Figure 1. Cell sizes after repair (run 1).
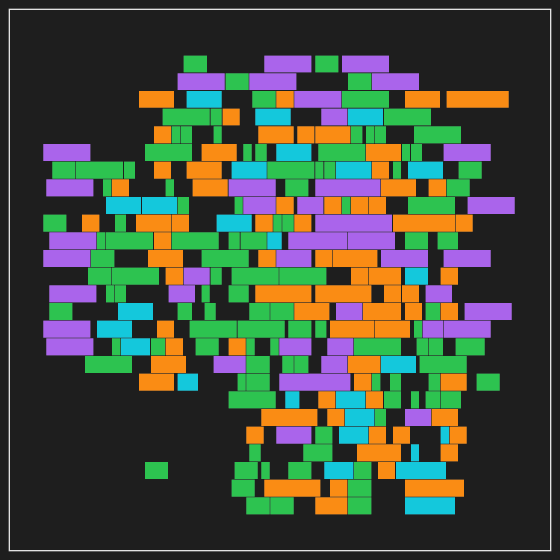
Figure 2. Placed cells, one colour a class (run 1).
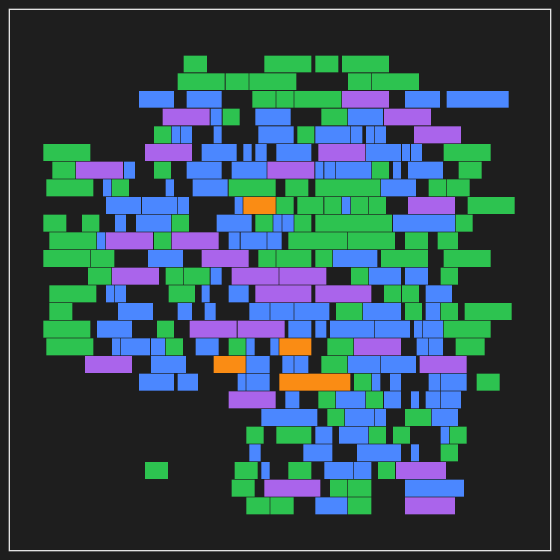
Figure 3. Congestion heat map (run 1).
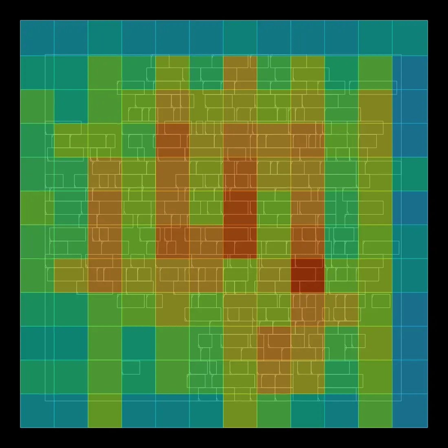
Figure 4. Wire density map (run 1).
Bar = 20 um. 17 x 17 tiles, from dark blue (low) to red (high), scaled to the fullest tile. Values are wire area over tile area, all layers added.
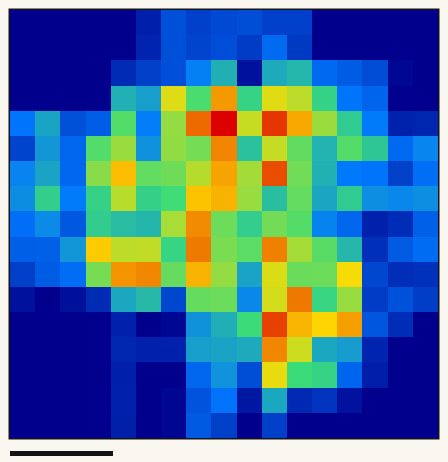
===== src/rtl/shift_sequencer.sv =====
// Multi-cycle barrel-free shifter: one 1-bit shift per clock through a row of
// shifting_mid select cells, sequenced by an IDLE/SHIFT/DONE controller.

module shifting_mid (
    input  logic sel_i,   // 0: take lower neighbour (left shift), 1: take upper neighbour
    input  logic lo_i,
    input  logic hi_i,
    output logic y_o
);
    assign y_o = sel_i ? hi_i : lo_i;
endmodule

module shift_sequencer #(
    parameter int unsigned WIDTH = 16,
    parameter int unsigned AMT_W = 4
) (
    input  logic             clk,
    input  logic             rst,
    input  logic             start,
    input  logic [WIDTH-1:0] operand,
    input  logic [AMT_W-1:0] amount,
    input  logic             dir,
    input  logic [1:0]       mode,
    output logic [WIDTH-1:0] result,
    output logic             carry_out,
    output logic             busy,
    output logic             done
);

    localparam logic [1:0] ST_IDLE  = 2'b00;
    localparam logic [1:0] ST_SHIFT = 2'b01;
    localparam logic [1:0] ST_DONE  = 2'b10;

    localparam logic [1:0] MODE_ARITH  = 2'b01;
    localparam logic [1:0] MODE_ROTATE = 2'b10;

    logic [1:0]       state_q,  state_d;
    logic [WIDTH-1:0] result_q, result_d;
    logic             carry_q,  carry_d;
    logic [AMT_W-1:0] count_q,  count_d;
    logic             dir_q,    dir_d;
    logic [1:0]       mode_q,   mode_d;

    logic             fill_left;
    logic             fill_right;
    logic             shift_out;
    logic [WIDTH-1:0] nbr_lo;
    logic [WIDTH-1:0] nbr_hi;
    logic [WIDTH-1:0] shifted;

    // Vacated-bit fill; rotate feeds back the bit leaving the opposite end.
    always_comb begin
        fill_left  = 1'b0;
        fill_right = 1'b0;
        if (mode_q == MODE_ROTATE) begin
            fill_left  = result_q[WIDTH-1];
            fill_right = result_q[0];
        end else if (mode_q == MODE_ARITH) begin
            fill_right = result_q[WIDTH-1];
        end
    end

    assign nbr_lo    = {result_q[WIDTH-2:0], fill_left};
    assign nbr_hi    = {fill_right, result_q[WIDTH-1:1]};
    assign shift_out = dir_q ? result_q[0] : result_q[WIDTH-1];

    for (genvar i = 0; i < WIDTH; i++) begin : g_cell
        shifting_mid u_cell (
            .sel_i (dir_q),
            .lo_i  (nbr_lo[i]),
            .hi_i  (nbr_hi[i]),
            .y_o   (shifted[i])
        );
    end

    always_comb begin
        state_d  = state_q;
        result_d = result_q;
        carry_d  = carry_q;
        count_d  = count_q;
        dir_d    = dir_q;
        mode_d   = mode_q;

        case (state_q)
            ST_IDLE: begin
                if (start) begin
                    result_d = operand;
                    count_d  = amount;
                    dir_d    = dir;
                    mode_d   = mode;
                    carry_d  = 1'b0;
                    state_d  = (amount != '0) ? ST_SHIFT : ST_DONE;
                end
            end
            ST_SHIFT: begin
                result_d = shifted;
                carry_d  = shift_out;
                count_d  = count_q - AMT_W'(1);
                if (count_q == AMT_W'(1)) begin
                    state_d = ST_DONE;
                end
            end
            ST_DONE: begin
                state_d = ST_IDLE;
            end
            default: begin
                state_d = ST_IDLE;
            end
        endcase
    end

    always_ff @(posedge clk) begin
        if (rst) begin
            state_q  <= ST_IDLE;
            result_q <= '0;
            carry_q  <= 1'b0;
            count_q  <= '0;
            dir_q    <= 1'b0;
            mode_q   <= '0;
        end else begin
            state_q  <= state_d;
            result_q <= result_d;
            carry_q  <= carry_d;
            count_q  <= count_d;
            dir_q    <= dir_d;
            mode_q   <= mode_d;
        end
    end

    assign result    = result_q;
    assign carry_out = carry_q;
    assign busy      = (state_q != ST_IDLE);
    assign done      = (state_q == ST_DONE);

endmodule


===== config.mk =====
export PLATFORM = sky130hd
export DESIGN_NAME = shift_sequencer
export DESIGN_NICKNAME = d
export VERILOG_FILES = /design/src/rtl/shift_sequencer.sv
export SDC_FILE = /design/constraint.sdc
export NUM_CORES = 1
export LEC_CHECK = 0
export ABC_CLOCK_PERIOD_IN_PS = 1200
export CAP_MARGIN = 40
export CORE_MARGIN = 5
export CORE_UTILIZATION = 30
export CTS_CLUSTER_DIAMETER = 100
export DETAILED_ROUTE_END_ITERATION = 10
export REMOVE_ABC_BUFFERS = 1
export SLEW_MARGIN = 20
export SYNTH_ARGS = -nofsm -noshare
export SYNTH_HDL_FRONTEND = slang
export SYNTH_SLANG_ARGS = --single-unit

===== constraint.sdc =====
create_clock -name clk -period 1.2 [get_ports clk]
set_input_delay 0.12 -clock clk [delete_from_list [all_inputs] [get_ports clk]]
set_output_delay 0.12 -clock clk [all_outputs]
set_load 0.05 [all_outputs]

==> notes.md, run 1 <==
Latest figures from synthesis and place and route.

The run finished, with violations left. The checks that failed: setup timing. The power per cell area is 1250 nW/um^2. Summed over all layers, the routed wires come to 5.43 mm. In this run, the synthesized area fraction spent on and/or/nand/nor cells is recorded as 20.6%.

After layout, the inverter instance count without clock inverters stands at 5. The arrival time at the worst endpoint is 1450 ps. The post-synth area from yosys stat is 1600 um^2. By instance count, the leading cell after synthesis is sky130_fd_sc_hd__dfxtp_1.

Once the clock tree was built, the resizer swapped 60 gates to a different size. The logic gate fraction of the total cell area is 36.7%. Yosys attributes the largest share of cell area to sky130_fd_sc_hd__dfxtp_1, sky130_fd_sc_hd__mux2_2, sky130_fd_sc_hd__buf_4. After routing, the total negative slack on setup checks comes to -659 ps. Once synthesis finished, the tally of register bits stood at 26.

The relative area of non-clock buffer cells in the final design is 39.3%. The flow measured a signed area growth from synthesis to layout of 87.9%. The placed cell area is 2440 um^2. The worst-case headroom to the max-slew limit is 78.8%. According to the I/O placement log, the pin count is 45.

Before any placement, the netlist area is recorded as 1600 um^2. The design has 26 sequential cells. Traced cell by cell, the critical path runs through buf_12 > mux2_4 > a221oi_4 > nor3_1. The worst min-delay path endpoint is count_q[3]. The number of nets in the layout is 277.

The critical hold path startpoint is amount[3]. The clock reaches the later pin of the worst-skew pair after 280 ps. The kind of launch point of the worst setup path is a flop. The first element of the critical path is dir_q.

The tap cell instance count is 70. The post-CTS setup buffer count is 4. Looking at the cell usage after synthesis, the top flip-flop cell is sky130_fd_sc_hd__dfxtp_1. The via count of the first global-routing pass is 1632.

Per the placement log, port buffering inserted 44 buffers. The Yosys step of the flow raised 0 warnings. The via count of the routed design is 1593. In the post-route analysis, the smallest setup slack over all paths is -67.2 ps. The register-to-register setup slack is -70 ps.

The count of hold-fix buffers inserted at cts is 0. Per the finish-stage timing summary, setup violations number 21. By instance count after routing, the leading logic cell types are sky130_fd_sc_hd__buf_4, sky130_fd_sc_hd__clkdlybuf4s50_1, sky130_fd_sc_hd__nor2_1, sky130_fd_sc_hd__dfxtp_1, sky130_fd_sc_hd__buf_12.

The library cell occupying the most area in the post-synthesis netlist is sky130_fd_sc_hd__dfxtp_1. The floorplan utilization is 31.2%. The top achievable clock speed is 789 MHz.

The cell type group with the largest total delay on the critical path is flip-flops. In the final layout, the share of cells above drive strength 1 is 55.6%. The chip occupies 6910 um^2. The area taken by sequential standard cells is reported as 534 um^2. The worst min-delay path category is in2reg. The first global-routing pass estimated 8.31 mm of wire. Yosys reported that registers with async set or reset make up 0%.

The number of different library cells in the post-synthesis netlist is 41. For this block, the initial DRC count from the detailed router was 71. The most common logic cell in the final layout is sky130_fd_sc_hd__buf_4.

Per the final report, the share of cell area in clock cells is 2.37%.
-- Figure 1 (at the start) --
[x1 and smaller] green | cells: 110 | share: 44% | most used: clkdlybuf4s50_1
[x2] cyan | cells: 26 | share: 10% | most used: a221oi_2
[x3 and x4] orange | cells: 72 | share: 29% | most used: buf_4
[x6 and larger] purple | cells: 40 | share: 16% | most used: buf_12
total non-filler cell area in the finished layout: 3010 um^2
Non-clock buffers: 100

-- Figure 2 (at the start) --
[registers] purple | cells: 26
[remaining logic cells] blue | cells: 118
[clock drivers and dummy loads] orange | cells: 4
[remaining buffers and delay cells] green | cells: 100

-- Figure 3 (at the start) --
busiest layer in global routing: met2
met3 Use GR: 2.18%
share of the core filled with cells in the final layout: 58.6%
average detailed-routed wire length per instance: 17.1 um

-- Figure 4 (at the start) --
fullest tile: 0.41
densest ninth of the die: centre
mean over tiles: 0.12
emptiest ninth of the die: lower left

## run 1: metrics by stage
stage,util [%],cells,setup WS (ps)
floorplan,-,144,-311
global placement,47.4,301,-235
detailed placement,47.4,301,-250
CTS,55.2,311,-67.5
global route,58.6,318,-140
finish,58.6,318,-67.2
## run 1: registers in the layout, summed over array words and instances, names as in the netlist
name,cells
mode_q,2
count_q,4
result,16
dir_q,1
carry_out,1
state_q,2
## run 1: metal layers
metal  wire (um)  GRT usage (%)  vias to the layer above
li1            -              -                      775
met1        2500           18.6                      787
met2        2750           25.6                       27
met3         122           2.18                        4
met4          48           3.57                        0
met5           0              0                        -
## run 1: where the power goes
group / switching (mW) / internal (mW)
logic: 0.884 / 1.05
clock network: 0.315 / 0.447
registers: 0.115 / 0.968
total: 1.31 / 2.47
==> run 1 -> run 2 <==
ABC_CLOCK_PERIOD_IN_PS = default   (was 1200)
Figure 5. Cell area per tile (run 2).
Bar = 20 um. 8 x 8 tiles, from dark blue (low) to red (high), 0 to 100% covered.
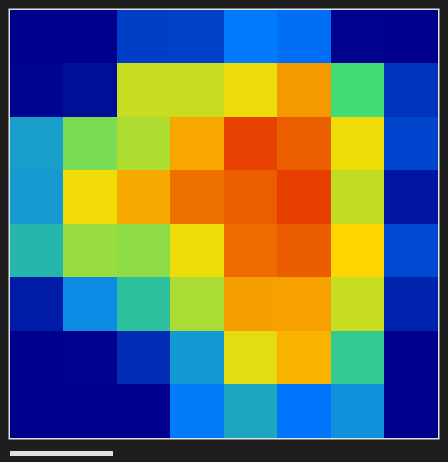
densest ninth of the die: centre
fullest tile: 93%
mean over tiles: 42%
tiles over 75% full: 22%
nearly empty tiles: 19%
emptiest ninth of the die: lower left
Core ar.: 5140 um^2
Pre-Place Util: 31.2%

==> notes.md, run 2 <==
Latest figures from synthesis and place and route.

In the post-route report, total wirelength is listed as 5.43 mm. The worst min-delay path category is in2reg. The routed length per instance is 17.1 um. The main area contributors are sky130_fd_sc_hd__dfxtp_1, sky130_fd_sc_hd__mux2_2, sky130_fd_sc_hd__buf_4. The synthesized design spends more area on one cell type than any other, namely sky130_fd_sc_hd__dfxtp_1. The cell type group with the largest total delay on the critical path is flip-flops.

Detailed routing placed a total of 2.75 mm of wire on met2. The cell with the most instances after synthesis is sky130_fd_sc_hd__dfxtp_1. The fraction of layout instances using a drive strength above 1 is 55.6%. The flow ran to the end, but the final reports show violations. For met3 alone, demand over resource in global routing was 2.18%. The highest metal layer with signal wires is met4.

In this run, the number of DRC markers left after iteration 0 of detailed routing was 71. Once the clock tree was built, the setup fixing pass inserted 4 buffers. Global routing used 25.6% of the available met2 tracks. The number of register bits inferred by synthesis is 26. The report lists the power per cell area as 1250 nW/um^2.

Ranking logic cells in the layout by count gives the top entries sky130_fd_sc_hd__buf_4, sky130_fd_sc_hd__clkdlybuf4s50_1, sky130_fd_sc_hd__nor2_1, sky130_fd_sc_hd__dfxtp_1, sky130_fd_sc_hd__buf_12. The later pin in the worst-skew pair is clocked with a latency of 280 ps. The flip-flop and latch area is 534 um^2. Per the post-place timing report, worst setup slack is -250 ps. After the last flow step, the layout net total stands at 277. After detailed routing, the met3 layer carries 122 um of wire. Setup violations remaining at the end of the flow were counted as 21. The number of non-clock buffers is 100. For the completed layout, the total cell area is recorded as 3010 um^2.

Among logic cells in the layout, the one with the most instances is sky130_fd_sc_hd__buf_4. The simple logic cell fraction of the synthesized area is 20.6%. The arrival time at the worst endpoint is 1450 ps.

Hold repair after CTS inserted 0 buffers. The post-route utilization of the core is recorded as 58.6%. The area growth from synthesis to layout is 87.9%. The post-route non-filler standard cell count is 318. The kind of launch point of the worst setup path is a flop. The highest clock rate this design can be run at is 789 MHz. The final worst setup slack is -67.2 ps. The area of the mapped netlist is 1600 um^2.

The checks that failed: setup timing. The report lists the cells along the critical path as buf_12 > mux2_4 > a221oi_4 > nor3_1. The synthesized netlist has a Yosys-reported chip area of 1600 um^2.

Summed over all failing endpoints, the final setup total negative slack is -659 ps.
run 2: cell counts in the layout (fill, tap and decap cells not counted):
No cell type changed its count.
run 2: worst max path at each step:
stage,slack (ps),start,end
2_1_floorplan,-310,dir_q,result[10]
3_3_place_gp,-240,start,count_q[2]
3_5_place_dp,-250,start,result[13]
4_1_cts,-70,dir_q,result[13]
5_1_grt,-140,state_q[1],result[5]
6_report,-70,dir_q,result[3]
run 2: power by group:
| part | switching, mW | leakage (nW) | internal [mW] | total (mW) |
|---|---|---|---|---|
| Clock | 0.315 | 0.0357 | 0.447 | 0.762 |
| Combinational | 0.884 | 0.980 | 1.05 | 1.93 |
| Sequential | 0.115 | 0.218 | 0.968 | 1.08 |
No activity file was given, so power comes from the tool's default toggle rates.
